Fig. 1: floorplan with the power grid
Scale bar: 50 um. Pins as bars on the die edge. Tap cells in gray.
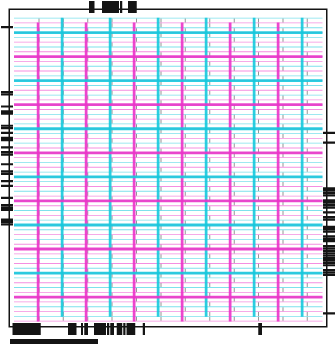
Fig. 2: cells colored by class
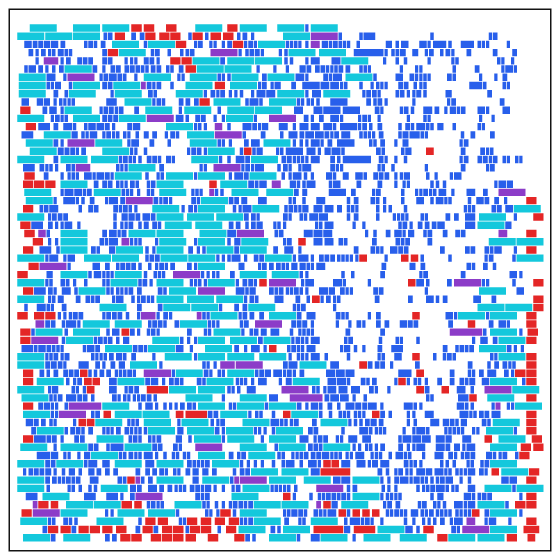
Fig. 3: routed clock nets over the placement
Scale bar: 50 um.
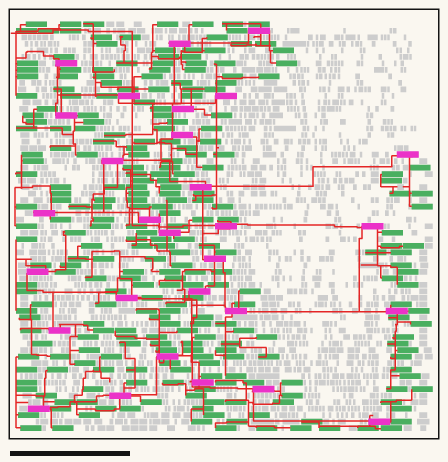
Fig. 4: routed metal, one color a layer
Scale bar: 50 um. Two of the layers only.
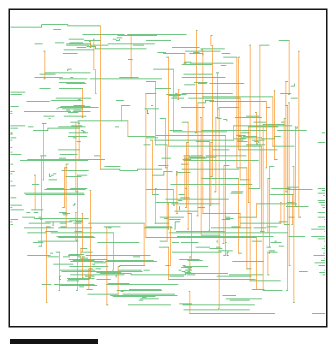
Fig. 5: clock routing
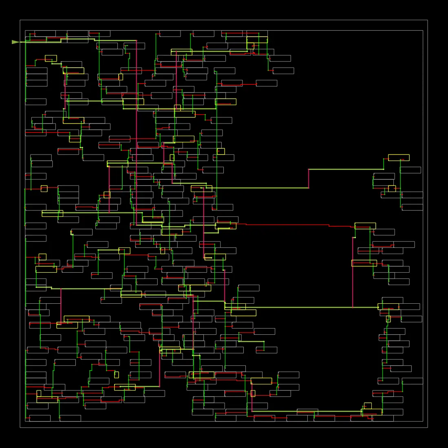
### src/rtl/ecc_secded_engine.sv
// rtl/ecc_secded_engine.sv - APB-controlled SECDED encode/decode engine for 8/16/32-bit codewords
module ecc_secded_engine #(
    parameter int DATA_WIDTH      = 32,
    parameter int AMBA_ADDR_WIDTH = 20,
    parameter int AMBA_WORD       = 32
) (
    input  logic                       clk,
    input  logic                       rst,
    input  logic [AMBA_ADDR_WIDTH-1:0] PADDR,
    input  logic [AMBA_WORD-1:0]       PWDATA,
    input  logic                       PENABLE,
    input  logic                       PSEL,
    input  logic                       PWRITE,
    output logic [AMBA_WORD-1:0]       PRDATA,
    output logic [DATA_WIDTH-1:0]      data_out,
    output logic                       operation_done,
    output logic [1:0]                 num_of_errors
);
    // Internal datapath is always sized for the largest codeword; narrower widths use the low bits.
    localparam int CW = 32;
    localparam logic [1:0] OP_ENC = 2'b00;
    localparam logic [1:0] OP_DEC = 2'b01;
    localparam logic [1:0] OP_ILL = 2'b11;

    typedef enum logic [2:0] {S_IDLE, S_ENC, S_CHAN, S_DEC, S_DONE} state_t;

    state_t               state;
    logic [1:0]           ctrl_r, width_r, op_s, width_s;
    logic [AMBA_WORD-1:0] data_in_r, noise_r, op_count, err_count, rd_mux;
    logic                 illegal_r, reject_r;
    logic [CW-1:0]        work, noise_s, enc_word;
    logic [CW+1:0]        dec_res;
    logic [2:0]           reg_addr;
    logic                 wr_en, ctrl_wr, status_rd, accept, op_ok, width_ok, start, fin;
    logic [1:0]           fin_err;
    logic                 addr_unused;

    function automatic int width_of(input logic [1:0] ws);
        int w;
        case (ws)
            2'b00:   w = 8;
            2'b01:   w = 16;
            default: w = 32;
        endcase
        return w;
    endfunction

    // Data bits fill non-power-of-two positions from 3 upward; check bit 2^j covers positions with bit j set.
    function automatic logic [CW-1:0] encode(input logic [CW-1:0] d, input logic [1:0] ws);
        logic [CW-1:0] cw;
        logic          p;
        int            w;
        int            k;
        w  = width_of(ws);
        cw = '0;
        k  = 0;
        for (int n = 3; n < CW; n++) begin
            if (n < w && (n & (n - 1)) != 0) begin
                cw[n] = d[k];
                k = k + 1;
            end
        end
        for (int j = 0; j < 5; j++) begin
            p = 1'b0;
            for (int n = 3; n < CW; n++) begin
                if (n < w && ((n >> j) & 1) != 0) p = p ^ cw[n];
            end
            if ((1 << j) < w) cw[1 << j] = p;
        end
        p = 1'b0;
        for (int n = 1; n < CW; n++) begin
            if (n < w) p = p ^ cw[n];
        end
        cw[0] = p;
        return cw;
    endfunction

    // Returns {error class, extracted data}; a syndrome of 0 with odd parity means bit 0 itself flipped.
    function automatic logic [CW+1:0] decode(input logic [CW-1:0] cw_in, input logic [1:0] ws);
        logic [CW-1:0] cw;
        logic [CW-1:0] d;
        logic [4:0]    s;
        logic          p;
        logic [1:0]    e;
        int            w;
        int            k;
        w  = width_of(ws);
        cw = cw_in;
        s  = '0;
        p  = 1'b0;
        d  = '0;
        k  = 0;
        for (int n = 0; n < CW; n++) begin
            if (n < w && cw[n]) begin
                p = ~p;
                s = s ^ 5'(n);
            end
        end
        if (p) begin
            cw[s] = ~cw[s];
            e = 2'b01;
        end else if (s != 5'd0) begin
            e = 2'b10;
        end else begin
            e = 2'b00;
        end
        for (int n = 3; n < CW; n++) begin
            if (n < w && (n & (n - 1)) != 0) begin
                d[k] = cw[n];
                k = k + 1;
            end
        end
        return {e, d};
    endfunction

    assign reg_addr    = PADDR[4:2];
    assign addr_unused = ^{PADDR[AMBA_ADDR_WIDTH-1:5], PADDR[1:0]};
    assign wr_en       = PSEL & PENABLE & PWRITE;
    assign ctrl_wr     = wr_en && (reg_addr == 3'b000);
    assign status_rd   = PSEL & PENABLE & ~PWRITE & (reg_addr == 3'b100);
    assign accept      = ctrl_wr && (state == S_IDLE);
    assign op_ok       = PWDATA[1:0] != OP_ILL;
    assign width_ok    = (width_r != 2'b11) && (width_of(width_r) <= DATA_WIDTH);
    assign start       = accept && op_ok && width_ok;
    assign enc_word    = encode(work, width_s);
    assign dec_res     = decode(work, width_s);
    assign fin         = ((state == S_ENC) && (op_s == OP_ENC)) || (state == S_DEC);
    assign fin_err     = (state == S_DEC) ? dec_res[CW+1:CW] : 2'b00;

    // Register file writes plus the sticky reject/illegal flags; a new event outranks a same-edge clear.
    always_ff @(posedge clk or negedge rst) begin
        if (!rst) begin
            ctrl_r    <= '0;
            width_r   <= '0;
            data_in_r <= '0;
            noise_r   <= '0;
            illegal_r <= 1'b0;
            reject_r  <= 1'b0;
        end else begin
            if (wr_en) begin
                case (reg_addr)
                    3'b000:  ctrl_r    <= PWDATA[1:0];
                    3'b001:  data_in_r <= PWDATA;
                    3'b010:  width_r   <= PWDATA[1:0];
                    3'b011:  noise_r   <= PWDATA;
                    default: ;
                endcase
            end
            if (status_rd) begin
                illegal_r <= 1'b0;
                reject_r  <= 1'b0;
            end
            if (ctrl_wr && state != S_IDLE) reject_r <= 1'b1;
            if (accept && !(op_ok && width_ok)) illegal_r <= 1'b1;
        end
    end

    // Operation FSM: snapshots operands on accept and registers the result on entry to DONE.
    always_ff @(posedge clk or negedge rst) begin
        if (!rst) begin
            state          <= S_IDLE;
            op_s           <= '0;
            width_s        <= '0;
            work           <= '0;
            noise_s        <= '0;
            data_out       <= '0;
            num_of_errors  <= '0;
            operation_done <= 1'b0;
        end else begin
            operation_done <= 1'b0;
            case (state)
                S_IDLE: begin
                    if (start) begin
                        state   <= (PWDATA[1:0] == OP_DEC) ? S_DEC : S_ENC;
                        op_s    <= PWDATA[1:0];
                        width_s <= width_r;
                        work    <= CW'(data_in_r);
                        noise_s <= CW'(noise_r);
                    end
                end
                S_ENC: begin
                    work <= enc_word;
                    if (op_s == OP_ENC) begin
                        data_out       <= enc_word[DATA_WIDTH-1:0];
                        num_of_errors  <= 2'b00;
                        operation_done <= 1'b1;
                        state          <= S_DONE;
                    end else begin
                        state <= S_CHAN;
                    end
                end
                S_CHAN: begin
                    work  <= work ^ noise_s;
                    state <= S_DEC;
                end
                S_DEC: begin
                    data_out       <= dec_res[DATA_WIDTH-1:0];
                    num_of_errors  <= dec_res[CW+1:CW];
                    operation_done <= 1'b1;
                    state          <= S_DONE;
                end
                default: state <= S_IDLE;
            endcase
        end
    end

    // Event counters; a register clear wins over an increment on the same edge.
    always_ff @(posedge clk or negedge rst) begin
        if (!rst) begin
            op_count  <= '0;
            err_count <= '0;
        end else begin
            if (wr_en && reg_addr == 3'b101) op_count <= '0;
            else if (fin) op_count <= op_count + AMBA_WORD'(1);
            if (wr_en && reg_addr == 3'b110) err_count <= '0;
            else if (fin && fin_err == 2'b10 && err_count != '1) err_count <= err_count + AMBA_WORD'(1);
        end
    end

    // Read-data selection for the register map.
    always_comb begin
        rd_mux = '0;
        case (reg_addr)
            3'b000:  rd_mux = AMBA_WORD'(ctrl_r);
            3'b001:  rd_mux = data_in_r;
            3'b010:  rd_mux = AMBA_WORD'(width_r);
            3'b011:  rd_mux = noise_r;
            3'b100:  rd_mux = AMBA_WORD'({state != S_IDLE, illegal_r, reject_r, num_of_errors});
            3'b101:  rd_mux = op_count;
            3'b110:  rd_mux = err_count;
            default: rd_mux = '0;
        endcase
    end

    // Read data is captured on both setup and access edges of a read and held otherwise.
    always_ff @(posedge clk or negedge rst) begin
        if (!rst) PRDATA <= '0;
        else if (PSEL && !PWRITE) PRDATA <= rd_mux;
    end
endmodule

### config.mk
export PLATFORM = sky130hd
export DESIGN_NAME = ecc_secded_engine
export DESIGN_NICKNAME = d
export VERILOG_FILES = /design/src/rtl/ecc_secded_engine.sv
export SDC_FILE = /design/constraint.sdc
export NUM_CORES = 1
export LEC_CHECK = 0
export ABC_AREA = 1
export CAP_MARGIN = 40
export CORE_MARGIN = 2
export CORE_UTILIZATION = 55
export DETAILED_ROUTE_END_ITERATION = 10
export HOLD_SLACK_MARGIN = 0.06
export PLACE_DENSITY = 0.76
export SETUP_SLACK_MARGIN = 0.2
export SYNTH_ARGS = -nofsm -noshare
export SYNTH_HDL_FRONTEND = slang
export SYNTH_SLANG_ARGS = --single-unit
export TNS_END_PERCENT = 30
### constraint.sdc
create_clock -name clk -period 5 [get_ports clk]
set_input_delay 1.5 -clock clk [delete_from_list [all_inputs] [get_ports clk]]
set_output_delay 1.5 -clock clk [all_outputs]
set_load 0.01 [all_outputs]
==> notes.md <==
yosys + openroad results -> outcome=complete, no violations, placed cell area=18400 um^2, # clk buffers=33, Flop area=6810 um^2, Inst Count DP=2786, Layout fillers=2586, Synthesized registers=272, max-slew violations=0, Logic area=8680 um^2, clock root cell=clkbuf_16, port buffer count=106, initial antenna violation count=0, metal3 WL=4.85 mm, #MultiIn Comb=1722, first-pass iteration count of the detailed router=7, global-route wire length before repair=91.5 mm, Routed Antenna Nets=0, Log Warnings=46, Worst EP arrival=5.04 ns, Detailed Place HPWL=45.1 mm, Biggest Area Class=multi-input combinational cells, sequential cell area share=35.1%, met2 routed WL=27.9 mm, Fmax=220 MHz, nonclk inv count=245, DR top layer=met4, IO Count=124, Yosys chip area=16800 um^2, core footprint=29900 um^2, Crit path top cell by count=nand2_1, final hold violations=0, CP max stage delay=0.39 ns, n_taps=390, mapped cell area=16800 um^2, Seq share, synth=40.6%, crit path kind=reg -> reg, Synth async-reset ratio=100%, crit share post-route=90.9%, Clock-cell share=5.04%, initial drt markers=1999, crit-path max FO=21, met1 WL=22.2 mm, Signal buffers=157, Avg Cell Area, Syn=7.19 um^2, Die Wd=179 um, FF-to-FF path depth=25, Commonest flop=dfrtp_1, worst slew pin tran=0.867 ns, Hold Path Class=reg -> reg, routed len/inst=20.6 um, cell count after synthesis=2335, Yosys Instances=2335, chip area=31900 um^2, flop count=272, minimum clock period after layout=4.54 ns, relative max-transition margin=42.2%, floorplan core density=56.2%, setup violators final=0, WHS Path Cells=1, CTS tree=built, logic share of the area=44.7%, Post-Route WL=58.6 mm, layout cells sized above 1=7.52%, crit end category=flip-flop, fin area=19400 um^2, largest net degree at the start of global routing=81, Hold Buf Count CTS=0, Overflow after GRT=0, DRC=0, Non-Filler Instances=2838, RD Place Congestion=1.02, H-tree depth=1, Critical-path top delay cell=dfrtp_1, Final nets=2490, post-CTS sizing=0, total number of yosys warnings=0, Max Cap Violations=0, area delta synth->final=15.6%, Die Ht=179 um, row cnt=63, Worst EP required=5.49 ns, vias per inst=5.94, RSZ-0062 raised after global routing=no, Worst-path clk slew=0.06 ns, Longest Clk Path Bufs=3, post-synth cell types=59, Post-CTS Setup Bufs=0, kind of start point of the critical path=flip-flop, routed via count=16853, Setup TNS Final=0 ns, WHS=0.462 ns, number of synthesized flops with an enable pin=0, vias in the first global route=16344, all-layer global routing usage=37.4%, Data buffer area share=7.87%, antenna cells=0, Post-Syn Nets=2398, Final Core Density=64.9%
Back to the opening pictures, Fig. 1:
Key: cyan = VDD; magenta = VSS
12 straps on met4. 12 straps on met5. 390 tap cells. The core has 63 rows.

Back to the opening pictures, Fig. 2:
Key: cyan = flops [cells 272, share of their area 36%]; red = other buffers and delay cells [cells 157, share of their area 8.1%]; purple = clock drivers and dummy loads [cells 52, share of their area 5.2%]; blue = combinational and other logic [cells 1967, share of their area 51%]

Back to the opening pictures, Fig. 3:
Key: green = flip-flops [count 272]; red = clock wires [length 3440 um]; magenta = clock drivers [count 29]
There are 30 routed clock nets.

Back to the opening pictures, Fig. 4:
Key: green = metal 3 [wire length 4850 um]; orange = metal 4 [wire length 3620 um]

Back to the opening pictures, Fig. 5:
Inserted Clock Buffers: 29
Final Skew: 0.0169 ns
clk_lat worst skew: 0.57 ns
# clock sinks: 272

placed cells by master, fill, tap and decap left out, types with 7 or more instances in the layout:
cell / netlist / final
dfrtp_1: 272 / 272
o21ai_1: 19 / 19
nor3_1: 43 / 41
nand2_2: 10 / 13
clkdlybuf4s50_1: 0 / 105
o22ai_1: 16 / 16
buf_4: 5 / 46
nand4_1: 20 / 20
clkinv_2: 0 / 8
nor2_1: 139 / 137
o21ai_0: 264 / 264
mux2_2: 11 / 11
nand3b_1: 7 / 7
a21oi_1: 93 / 92
xnor2_1: 41 / 41
nand3_1: 124 / 124
nand2_1: 714 / 711
or2_1: 8 / 8
o211ai_1: 31 / 31
xor2_1: 62 / 62
nor2_2: 6 / 8
inv_2: 18 / 18
clkbuf_16: 0 / 29
a22oi_1: 17 / 17
inv_1: 221 / 221
layer usage:
layer | vias up | track usage (%)
li1 | 7848 | -
met1 | 7936 | 46.3
met2 | 873 | 63.1
met3 | 196 | 5.43
met4 | 0 | 20.6
met5 | - | 0
critical path: cells and delay by family (launching register included):
kind,cells,cell delay (ns)
simple gates,17,2.32
buf+inv,3,0.70
compound gates,3,0.54
flops,1,0.39
fa+ha+maj,1,0.36
xor+xnor,1,0.15
cells by family after synthesis:
family / Yosys count / share of synthesized area, %
XOR/XNOR: 112 / 6.32
buffers and inverters: 341 / 7.89
flip-flops: 272 / 40.6
adder cells (fa/ha/maj): 6 / 0.447
AND/OR/NAND/NOR: 1094 / 27.1
multiplexers: 12 / 0.798
AND-OR/OR-AND: 498 / 16.9
registers in the layout, indices dropped and copies added, names as in the netlist:
register and count:
num_of_errors 2, PRDATA 32, op_s 2, noise_r 32, illegal_r 1, width_r 2, noise_s 32, work 32
operation_done 1, err_count 32, data_in_r 32, data_out 32, state 3, ctrl_r 2, reject_r 1, op_count 32
width_s 2
final timing paths:
| check | from | to | slack [ns] |
|---|---|---|---|
| worst max-delay path | width_s[1] | work[0] | 0.46 |
| worst min-delay path | op_count[30] | op_count[30] | 0.46 |
| worst max register to register | width_s[1] | work[0] | 0.46 |
| worst min register to register | op_count[30] | op_count[30] | 0.46 |
| max in group asynchronous | rst | noise_s[13] | 3.17 |
| min in group asynchronous | rst | data_out[1] | 0.88 |
synth_stat cells (14+ instances only):
library cell / number / share of area [%]
nand2_1: 714 / 16
nor3_1: 43 / 1.3
inv_2: 18 / 0.40
o21ai_0: 264 / 7.9
inv_1: 221 / 4.9
clkbuf_1: 73 / 1.6
xnor2_1: 41 / 2.1
nand3_1: 124 / 3.7
o21ai_1: 19 / 0.57
xor2_1: 62 / 3.2
o211ai_1: 31 / 1.4
a22oi_1: 17 / 0.76
dfrtp_1: 272 / 41
o22ai_1: 16 / 0.60
nor2_1: 139 / 3.1
buf_2: 14 / 0.42
nand4_1: 20 / 0.75
a21oi_1: 93 / 2.8
stage by stage:
stage / worst slack [ns]
global placement: 0.217
CTS: 0.575
detailed placement: 0.515
floorplan: 1.37
finish: 0.455
global route: 0.218
